Fig. 1: run 1, congestion heat map
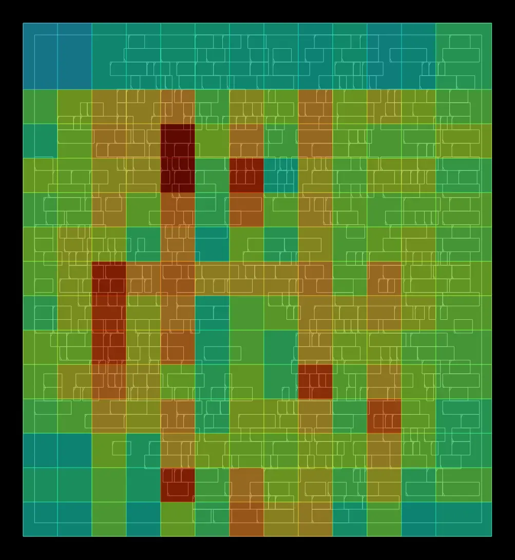
Fig. 2: run 1, the metal 3 layer
The bar under the picture is 20 µm long.
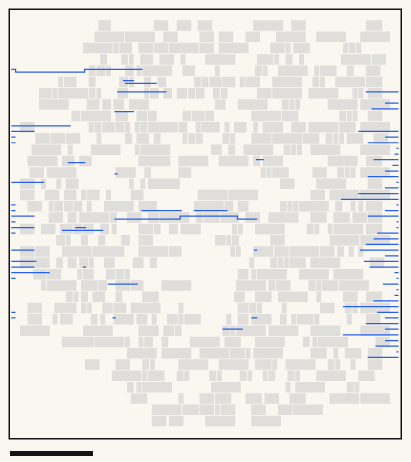
Fig. 3: run 1, logic cells by family
The bar under the picture is 20 µm long.
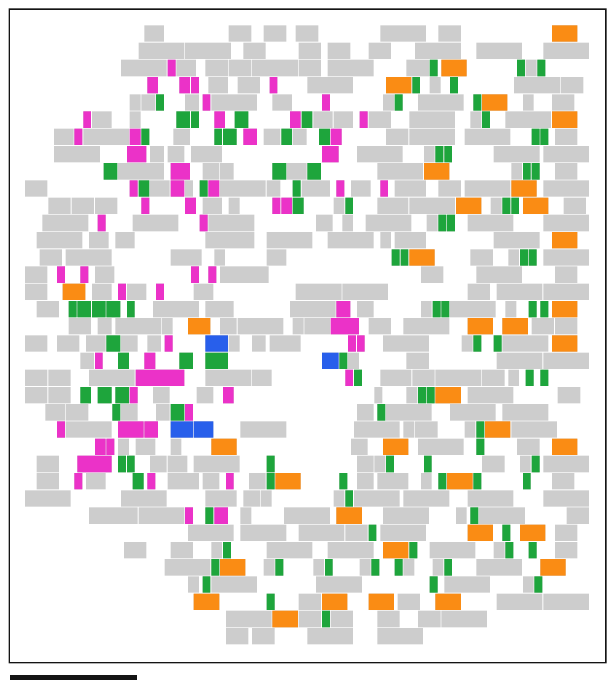
### src/rtl/skid_rev.sv
// rtl/skid_rev.sv - backward-registered valid/ready skid slice with stall/drop counters
// rdy_a comes straight from a flop; a single skid register holds the beat in flight on a stall.
module skid_rev #(
  parameter int WIDTH = 32,
  parameter int CNT_W = 16
) (
  input  logic             clk,
  input  logic             rst,
  input  logic [WIDTH-1:0] data_a,
  input  logic             vld_a,
  output logic             rdy_a,
  output logic [WIDTH-1:0] data_b,
  output logic             vld_b,
  input  logic             rdy_b,
  input  logic             flush,
  output logic [CNT_W-1:0] stall_cnt,
  output logic [CNT_W-1:0] drop_cnt
);

  typedef enum logic {EMPTY = 1'b0, SKID = 1'b1} state_t;

  state_t           state, state_nxt;
  logic             rdy_nxt;
  logic             capture;
  logic             stall_inc;
  logic             drop_inc;
  logic             gnt_a;
  logic [WIDTH-1:0] skid_data;

  assign gnt_a = vld_a & rdy_a;

  always_comb begin
    state_nxt = state;
    rdy_nxt   = 1'b1;
    capture   = 1'b0;
    stall_inc = 1'b0;
    drop_inc  = 1'b0;
    vld_b     = 1'b0;
    data_b    = data_a;
    case (state)
      EMPTY: begin
        vld_b = gnt_a & ~flush;
        if (gnt_a & flush) begin
          drop_inc = 1'b1;
        end else if (gnt_a & ~rdy_b) begin
          capture   = 1'b1;
          state_nxt = SKID;
          rdy_nxt   = 1'b0;
        end
      end
      SKID: begin
        // flush outranks the downstream grant: the held beat never leaves
        vld_b  = ~flush;
        data_b = skid_data;
        if (flush) begin
          drop_inc  = 1'b1;
          state_nxt = EMPTY;
        end else if (rdy_b) begin
          state_nxt = EMPTY;
        end else begin
          stall_inc = 1'b1;
          rdy_nxt   = 1'b0;
        end
      end
      default: state_nxt = EMPTY;
    endcase
  end

  always_ff @(posedge clk) begin
    if (rst) begin
      state     <= EMPTY;
      rdy_a     <= 1'b0;
      skid_data <= '0;
      stall_cnt <= '0;
      drop_cnt  <= '0;
    end else begin
      state <= state_nxt;
      rdy_a <= rdy_nxt;
      if (capture) skid_data <= data_a;
      if (stall_inc && !(&stall_cnt)) stall_cnt <= stall_cnt + CNT_W'(1);
      if (drop_inc && !(&drop_cnt)) drop_cnt <= drop_cnt + CNT_W'(1);
    end
  end

endmodule

### config.mk
export PLATFORM = sky130hd
export DESIGN_NAME = skid_rev
export DESIGN_NICKNAME = d
export VERILOG_FILES = /design/src/rtl/skid_rev.sv
export SDC_FILE = /design/constraint.sdc
export NUM_CORES = 1
export LEC_CHECK = 0
export CAP_MARGIN = 10
export CORE_ASPECT_RATIO = 1.1
export CORE_MARGIN = 2
export CORE_UTILIZATION = 35
export DETAILED_ROUTE_END_ITERATION = 6
export GPL_TIMING_DRIVEN = 1
export SLEW_MARGIN = 5
export SYNTH_ARGS = -nofsm -noshare
export SYNTH_HDL_FRONTEND = slang
export SYNTH_SLANG_ARGS = --single-unit
### constraint.sdc
create_clock -name clk -period 2.11 [get_ports clk]
set_input_delay 0.3165 -clock clk [delete_from_list [all_inputs] [get_ports clk]]
set_output_delay 0.3165 -clock clk [all_outputs]
set_load 0.05 [all_outputs]
==> run summary, run 1 <==
Physical implementation

The launch instance of the worst min-delay path is rst. Looking at the critical path, the single cell with the biggest stage delay is sky130_fd_sc_hd__clkdlybuf4s50_1. Looking at the reg2reg group, the worst path ends at stall_cnt[13]. After synthesis the cells add up to 3120 µm². Final hold analysis gives a worst-case slack of 0.325 ns.

The run finished with clean final reports. For this run, the top clock speed supported by timing is 0.498 GHz. The yosys stat chip area is 3120 µm². The count of buffering cells on the critical path with inverters included is 1. The chip occupies 9680 µm².

The total congestion overflow after global routing is 0. The initial antenna violation count is 0. Setup repair after global routing left no endpoint under its margin. The layout has 831 filler cells. For this block, the initial DRC count from the detailed router was 122. The wire length of the first global-routing pass is 14,000 µm. The routed length per placed instance is 14.1 µm.

The number of sequential cells reported for the layout is 66. The fraction of area in registers is 0.274. The flip-flop and latch area is 1330 µm². The number of warnings the tools reported is 26. The end point of the critical path is drop_cnt[6]. After clock tree synthesis, the setup repair step added 0 buffers. The die is 103 µm tall. The number of nets produced by synthesis is 407.

The power per cell area is 558 nW/µm². The hold buffer count at cts is 0. Once detailed placement completed, the half-perimeter wirelength came to 5910 µm. The worst supply voltage drop on vdd is 0.000336 V.

The I/O pin count is 103. The final timing report lists clock skew as 0.00563 ns. The area growth from synthesis to layout is 55.0%. Looking at the area split, the leading class of cells is multi-input combinational cells. Among all stages on the critical path, the maximum delay recorded is 0.86 ns. The non-clock inverter total of the final layout is 1. For this run, the leading register cell type out of synthesis is sky130_fd_sc_hd__dfxtp_1. The overall power after layout is 0.00270 W. A synthesized cell averages 8.48 µm². The time the final worst path needs with I/O delays and setup is 2.01 ns. In the routed design, unresolved DRC markers number 0. The core area is 8780 µm². The floorplan die width is 94.0 µm.

The final max-slew violation count recorded for this run is 0. Sorting the synthesis cell report by count puts at the top sky130_fd_sc_hd__nand2_1.
-- Fig. 1 (at the start) --
final core utilization: 0.550
GR met2 Demand/Resource: 0.296
GRT Resource Usage Total: 0.178

-- Fig. 2 (at the start) --
nets with wire on the layer: 73
longest straight run: 16.6 µm
global routing met3 resource utilization: 0.0314
routed wire length: 8370 µm
total vias in the final route: 3,008

-- Fig. 3 (at the start) --
legend:
  nor cells:
    colour: magenta
    cells: 58
    most_used: nor2_1
  nand cells:
    colour: green
    cells: 101
    most_used: nand2_1
    where: all over the die
  mux cells:
    colour: orange
    cells: 35
    most_used: mux2_2
  non-inverting ao/oa cells:
    colour: blue
    cells: 4
    most_used: o311a_1
most common cell after layout, fill and taps aside: sky130_fd_sc_hd__nand2_1
logic gate fraction of the total cell area: 0.355

[run 1: worst min-delay path, stage by stage]
cell and delay [ns]:
sky130_fd_sc_hd__buf_2 0.12, sky130_fd_sc_hd__nor2_1 0.08, sky130_fd_sc_hd__mux2_1 0.12
[run 1: cells by family (layout without fill, tap and decap cells)]
kind of cell,after synthesis,count (layout),share of synthesized area
buffers and inverters,20,134,0.0281
flip-flops,66,66,0.424
multiplexers,35,35,0.126
XOR/XNOR,23,23,0.0646
AND/OR/NAND/NOR,173,173,0.264
adder cells (fa/ha/maj),2,2,0.00802
AND-OR/OR-AND,49,49,0.0858
[run 1: per-stage QoR]
stage / util / setup TNS (ns) / cells / area, µm² / worst slack [ns]
5_1_grt: 0.550 / 0 / 596 / 4830 / 0.0250
3_3_place_gp: 0.532 / -0.00514 / 582 / 4670 / -0.00514
2_1_floorplan: - / 0 / 368 / 3120 / 0.0119
3_5_place_dp: 0.532 / -0.0758 / 582 / 4670 / -0.0491
4_1_cts: 0.550 / 0 / 596 / 4830 / 0.0859
6_report: 0.550 / 0 / 596 / 4830 / 0.100
[run 1: layer usage]
metal / GRT usage / up-vias / share of wire
li1: - / 1500 / -
met1: 0.231 / 1407 / 0.47
met2: 0.296 / 89 / 0.46
met3: 0.0314 / 12 / 0.050
met4: 0.0725 / 0 / 0.017
met5: 0 / - / 0
[run 1: where the power goes]
| group | switching [W] | leakage, nW | internal, W |
|---|---|---|---|
| Sequential | 0.0000104 | 0.535 | 0.00126 |
| Combinational | 0.000267 | 1.09 | 0.000258 |
| Clock | 0.000460 | 0.0810 | 0.000442 |
| Total | 0.000737 | 1.70 | 0.00196 |
[run 1: state kept, by name (all words and copies together), names as in the netlist]
signal and cells:
rdy_a 1, drop_cnt 16, state 1, skid_data 32, stall_cnt 16
Fig. 4: run 1, metal 1
The bar under the picture is 20 µm long. Supply wires on this layer in grey.
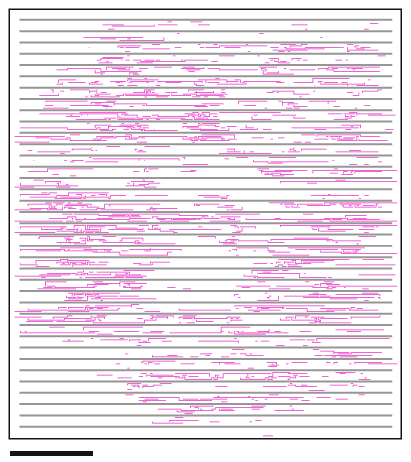

==> run 2: changes to the inputs <==
--- a/config.mk
+++ b/config.mk
@@ -8,7 +8,7 @@
 export CAP_MARGIN = 10
 export CORE_ASPECT_RATIO = 1.1
 export CORE_MARGIN = 2
-export CORE_UTILIZATION = 35
+export CORE_UTILIZATION = 28
 export DETAILED_ROUTE_END_ITERATION = 6
 export GPL_TIMING_DRIVEN = 1
 export SLEW_MARGIN = 5
Fig. 5: run 2, metal 1
The bar under the picture is 20 µm long. Supply wires on this layer in grey.
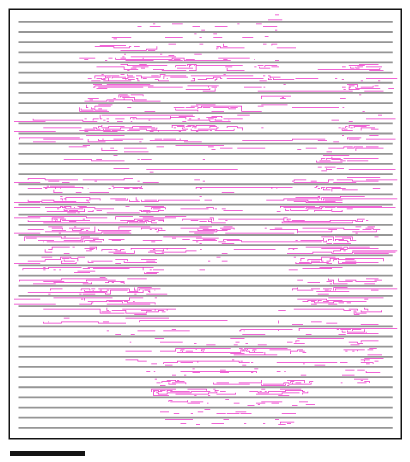
main direction: horizontal
longest straight run: 26.2 µm
wire length on this layer: 4,010 µm
nets with wire on the layer: 453
routed wire length: 8260 µm
M1 GR Usage: 0.182
total vias in the final route: 2,945

Fig. 6: run 2, congestion heat map
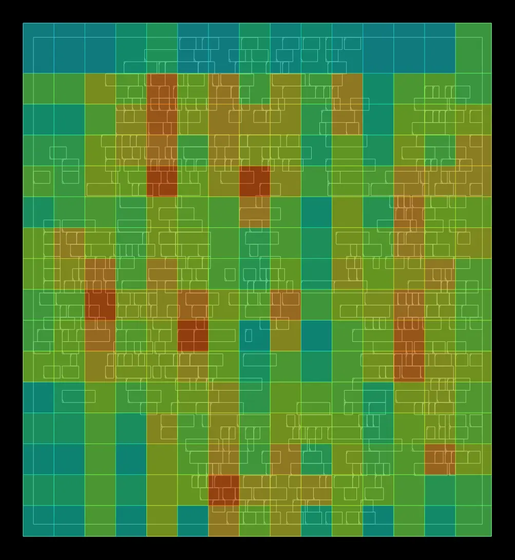
GRT Resource Usage Total: 0.141
busiest layer in global routing: met2
final core utilization: 0.428
post-detailed-route wirelength per cell: 13.0 µm

Fig. 7: run 2, logic cells by family
The bar under the picture is 20 µm long.
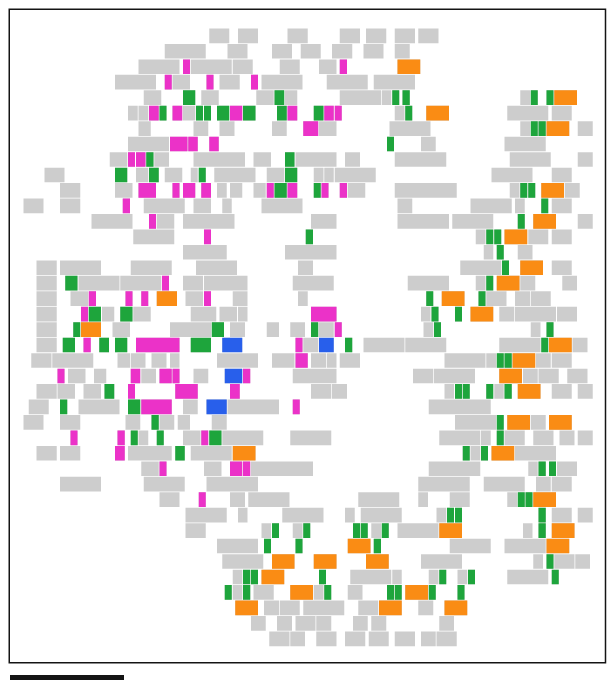
legend:
  nor cells:
    colour: magenta
    cells: 58
    most_used: nor2_1
  nand cells:
    colour: green
    cells: 101
    most_used: nand2_1
    where: all over the die
  non-inverting ao/oa cells:
    colour: blue
    cells: 4
    most_used: o311a_1
  mux cells:
    colour: orange
    cells: 35
    most_used: mux2_2
logic gate fraction of the total cell area: 0.367
non-filler instance count after layout: 633

==> run summary, run 2 <==
Physical implementation

Result of the run: completed (unchanged). The core area came to 10,900 µm² (was 8780 µm²). The count of buffering cells on the critical path with inverters included is 1 (unchanged).

The count of routing violations after the opening detailed-route iteration was 119 (was 122). The vertical die dimension is 115 µm (was 103 µm). The cell area after synthesis came to 3120 µm² (unchanged). The post-CTS setup-driven buffer insertion count was 0 (unchanged). Largest registers ranked by flip-flop count: skid_data: 32 flops, drop_cnt: 16 flops, stall_cnt: 16 flops (unchanged). The worst setup skew after layout was 0.00541 ns (was 0.00563 ns). The launch instance of the worst min-delay path was rst (unchanged). The prevailing post-synth register cell was sky130_fd_sc_hd__dfxtp_1 (unchanged). The hold buffer count at cts is 0 (unchanged). The final worst setup slack is 0.149 ns (was 0.100 ns). The proportion of power drawn by the clock network is 0.500 (was 0.334).

The number of nets produced by synthesis came to 407 (unchanged). The number of flip-flops under the largest register name was 32 (unchanged). The time the final worst path needs with I/O delays and setup is 1.96 ns (was 2.01 ns). The mux contribution to synthesized area was 0.126 (unchanged).

The overall power after layout was 0.00338 W (was 0.00270 W). The register name with the most flops was skid_data (unchanged). The floorplan die width is 105 µm (was 94.0 µm). The post-placement setup slack was -0.0435 ns (was -0.0491 ns). The total net switching power is 0.000796 W (was 0.000737 W). The arithmetic-cell share of the synthesized area counting full adders, half adders and majority gates came to 0.00802 (unchanged). The biggest combinational cell group after synthesis is simple AND/OR/NAND/NOR gates (unchanged). The internal power component is 0.00258 W (was 0.00196 W). The yosys stat chip area is 3120 µm² (unchanged).

The relative contribution of sequential cells to total power is 0.377 (was 0.471). The area share of and/or/nand/nor cells after synthesis is 0.264 (unchanged). The power per cell area is 722 nW/µm² (was 558 nW/µm²).
## run 2: cell families after synthesis
kind of cell               Yosys count
and+or+nand+nor                    173
muxes                               35
DFF                                 66
adders and majority gates            2
buffers and inverters               20
AOI/OAI and AO/OA                   49
xor gates and xnor gates            23
## run 2: final timing paths
check,end
max,drop_cnt[10]
min reg2reg,skid_data[12]
min,stall_cnt[9]
max reg2reg,drop_cnt[12]
## run 2: area by class of cell
type / count / area [µm²] / area share
multi-input cells: 282 / 1720 / 0.367
flip-flops and latches: 66 / 1330 / 0.284
repair buffers: 121 / 1100 / 0.236
clock buffers: 9 / 225 / 0.0482
well taps: 147 / 184 / 0.0393
clock inverters: 7 / 118 / 0.0252
inverters: 1 / 3.75 / 0.000803
## run 2: power by group through the flow
stage,Clock (W),Combinational (W),Sequential [W]
6_report,0.00169,0.000416,0.00127
5_1_grt,0.00179,0.000440,0.00127
4_1_cts,0.00175,0.000420,0.00127
3_5_place_dp,0,0.000418,0.00130
3_3_place_gp,0,0.000416,0.00130
2_1_floorplan,0,0.000237,0.00131
## run 2: per-layer routing
metal | vias up | share of wire | global-route usage
met5 | - | 0 | 0
met4 | 0 | 0.0025 | 0.0373
met3 | 2 | 0.048 | 0.0415
met2 | 67 | 0.46 | 0.231
met1 | 1371 | 0.49 | 0.182
li1 | 1505 | - | -
## run 2: stage by stage
stage               setup TNS [ns]  hold slack (ns)  utilization  area, µm²
global placement           -0.0204            0.439        0.397       4330
floorplan                        0            0.395            -       3120
global route                     0            0.353        0.428       4670
CTS                              0            0.325        0.428       4670
finish                           0            0.334        0.428       4670
detailed placement          -0.120            0.443        0.397       4330
==> run 3: changes to the inputs <==
--- a/config.mk
+++ b/config.mk
@@ -5,10 +5,10 @@
 export SDC_FILE = /design/constraint.sdc
 export NUM_CORES = 1
 export LEC_CHECK = 0
-export CAP_MARGIN = 10
 export CORE_ASPECT_RATIO = 1.1
 export CORE_MARGIN = 2
 export CORE_UTILIZATION = 28
+export CTS_CLUSTER_SIZE = 10
 export DETAILED_ROUTE_END_ITERATION = 6
 export GPL_TIMING_DRIVEN = 1
 export SLEW_MARGIN = 5
Fig. 8: run 3, congestion heat map
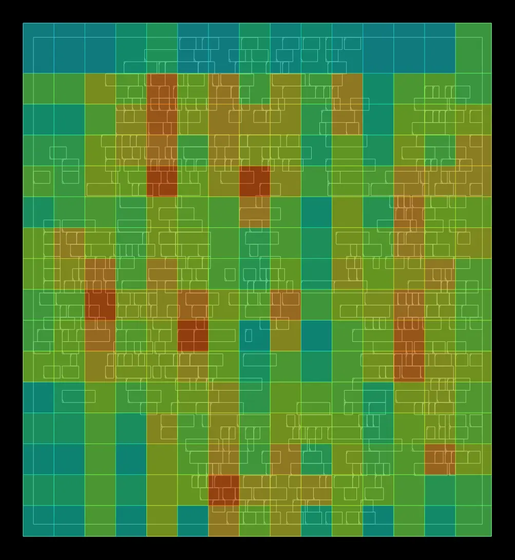
GR met2 Demand/Resource: 0.231
global routing met3 resource utilization: 0.0415

Fig. 9: run 3, close-up of the layout
The bar under the picture is 10 µm long. Region (58, 9) to (98, 49) µm. Cells in grey, sequential cells in the stronger grey; small squares are vias.
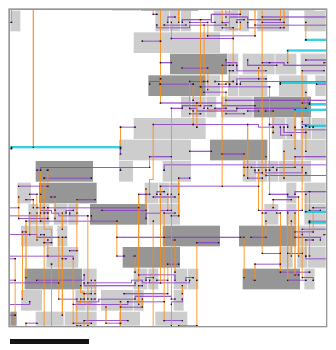
legend:
  metal 1:
    colour: purple
  metal 2:
    colour: orange
  metal 3:
    colour: cyan
sequential cells in the window: 12
cells with their middle in the window: 85
netlist names of flops here include: skid_data (12)
most frequent: nand2_1 (28), a21oi_1 (14), mux2_2 (13)

Fig. 10: run 3, the metal 3 layer
The bar under the picture is 20 µm long.
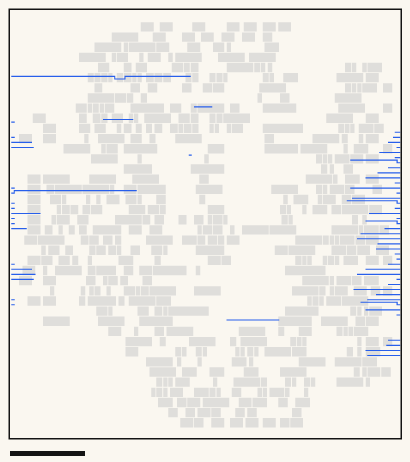
longest straight run: 32.7 µm
nets with wire on the layer: 63
wire length on this layer: 400 µm

==> run summary, run 3 <==
Physical implementation

Result of the run: completed (unchanged). The post-route setup TNS is 0 ns (unchanged). The number of flip-flops under the largest register name was 32 (unchanged). The largest stage delay on the critical path is 0.86 ns (about the same).

The number of warnings the tools reported is 26 (unchanged). The total routing usage reported by global routing is 0.141 (unchanged). The register name with the most flops is skid_data (unchanged). The post-CTS setup-driven buffer insertion count was 0 (unchanged). The maximum frequency from static timing analysis is 0.510 GHz (unchanged). The yosys stat chip area is 3120 µm² (unchanged). The vertical die dimension came to 115 µm (unchanged). The number of nets produced by synthesis came to 407 (unchanged). The most common cell after layout, fill and taps aside is sky130_fd_sc_hd__nand2_1 (unchanged). The switching part of the total is 0.236 (unchanged). The group drawing the most power is clock (unchanged). The final worst setup slack was 0.149 ns (unchanged). Largest registers ranked by flip-flop count: skid_data: 32 flops, drop_cnt: 16 flops, stall_cnt: 16 flops (unchanged).

The clock network power came to 0.00169 W (about the same). The cell area after synthesis came to 3120 µm² (unchanged). The initial antenna violation count is 0 (unchanged). The count of pins over their slew limit is 0 (unchanged).
run 3: cell counts after synthesis:
No cell type changed its count.
run 3: path summary, 6_finish.rpt:
path | slack, ns | from | end
worst min register to register | 0.45 | skid_data[12] | skid_data[12]
worst max-delay path | 0.15 | drop_cnt[10] | drop_cnt[10]
worst max register to register | 0.29 | drop_cnt[1] | drop_cnt[12]
worst min-delay path | 0.33 | rst | stall_cnt[9]
run 3: final cells by class:
| class | instances | area (µm²) | area share |
|---|---|---|---|
| multi-input combinational | 282 | 1720 | 0.367 |
| sequential | 66 | 1330 | 0.284 |
| timing repair buffer | 121 | 1100 | 0.236 |
| clock buffer | 9 | 225 | 0.0482 |
| tap | 147 | 184 | 0.0393 |
| clock inverter | 7 | 118 | 0.0252 |
| inverter | 1 | 3.75 | 0.000803 |
run 3: cells by family (layout without fill, tap and decap cells):
group	count (synthesis)	count (layout)	share of synthesized area
AOI/OAI and AO/OA	49	49	0.0858
xor gates and xnor gates	23	23	0.0646
adders and majority gates	2	2	0.00802
buffers and inverters	20	138	0.0281
DFF	66	66	0.424
muxes	35	35	0.126
and+or+nand+nor	173	173	0.264
run 3: metal layers:
layer | up-vias | GRT usage | routed length (µm)
met1 | 1371 | 0.182 | 4010
met5 | - | 0 | 0
li1 | 1505 | - | -
met4 | 0 | 0.0373 | 21
met3 | 2 | 0.0415 | 400
met2 | 67 | 0.231 | 3820
run 3: stage by stage:
stage / cell area [µm²] / util / cells / power [W] / hold slack (ns)
finish: 4670 / 0.428 / 633 / 0.00338 / 0.334
global route: 4670 / 0.428 / 633 / 0.00351 / 0.353
floorplan: 3120 / - / 368 / 0.00154 / 0.395
detailed placement: 4330 / 0.397 / 617 / 0.00172 / 0.443
global placement: 4330 / 0.397 / 617 / 0.00171 / 0.439
CTS: 4670 / 0.428 / 633 / 0.00344 / 0.325
Power is estimated from default activity; no workload was simulated.
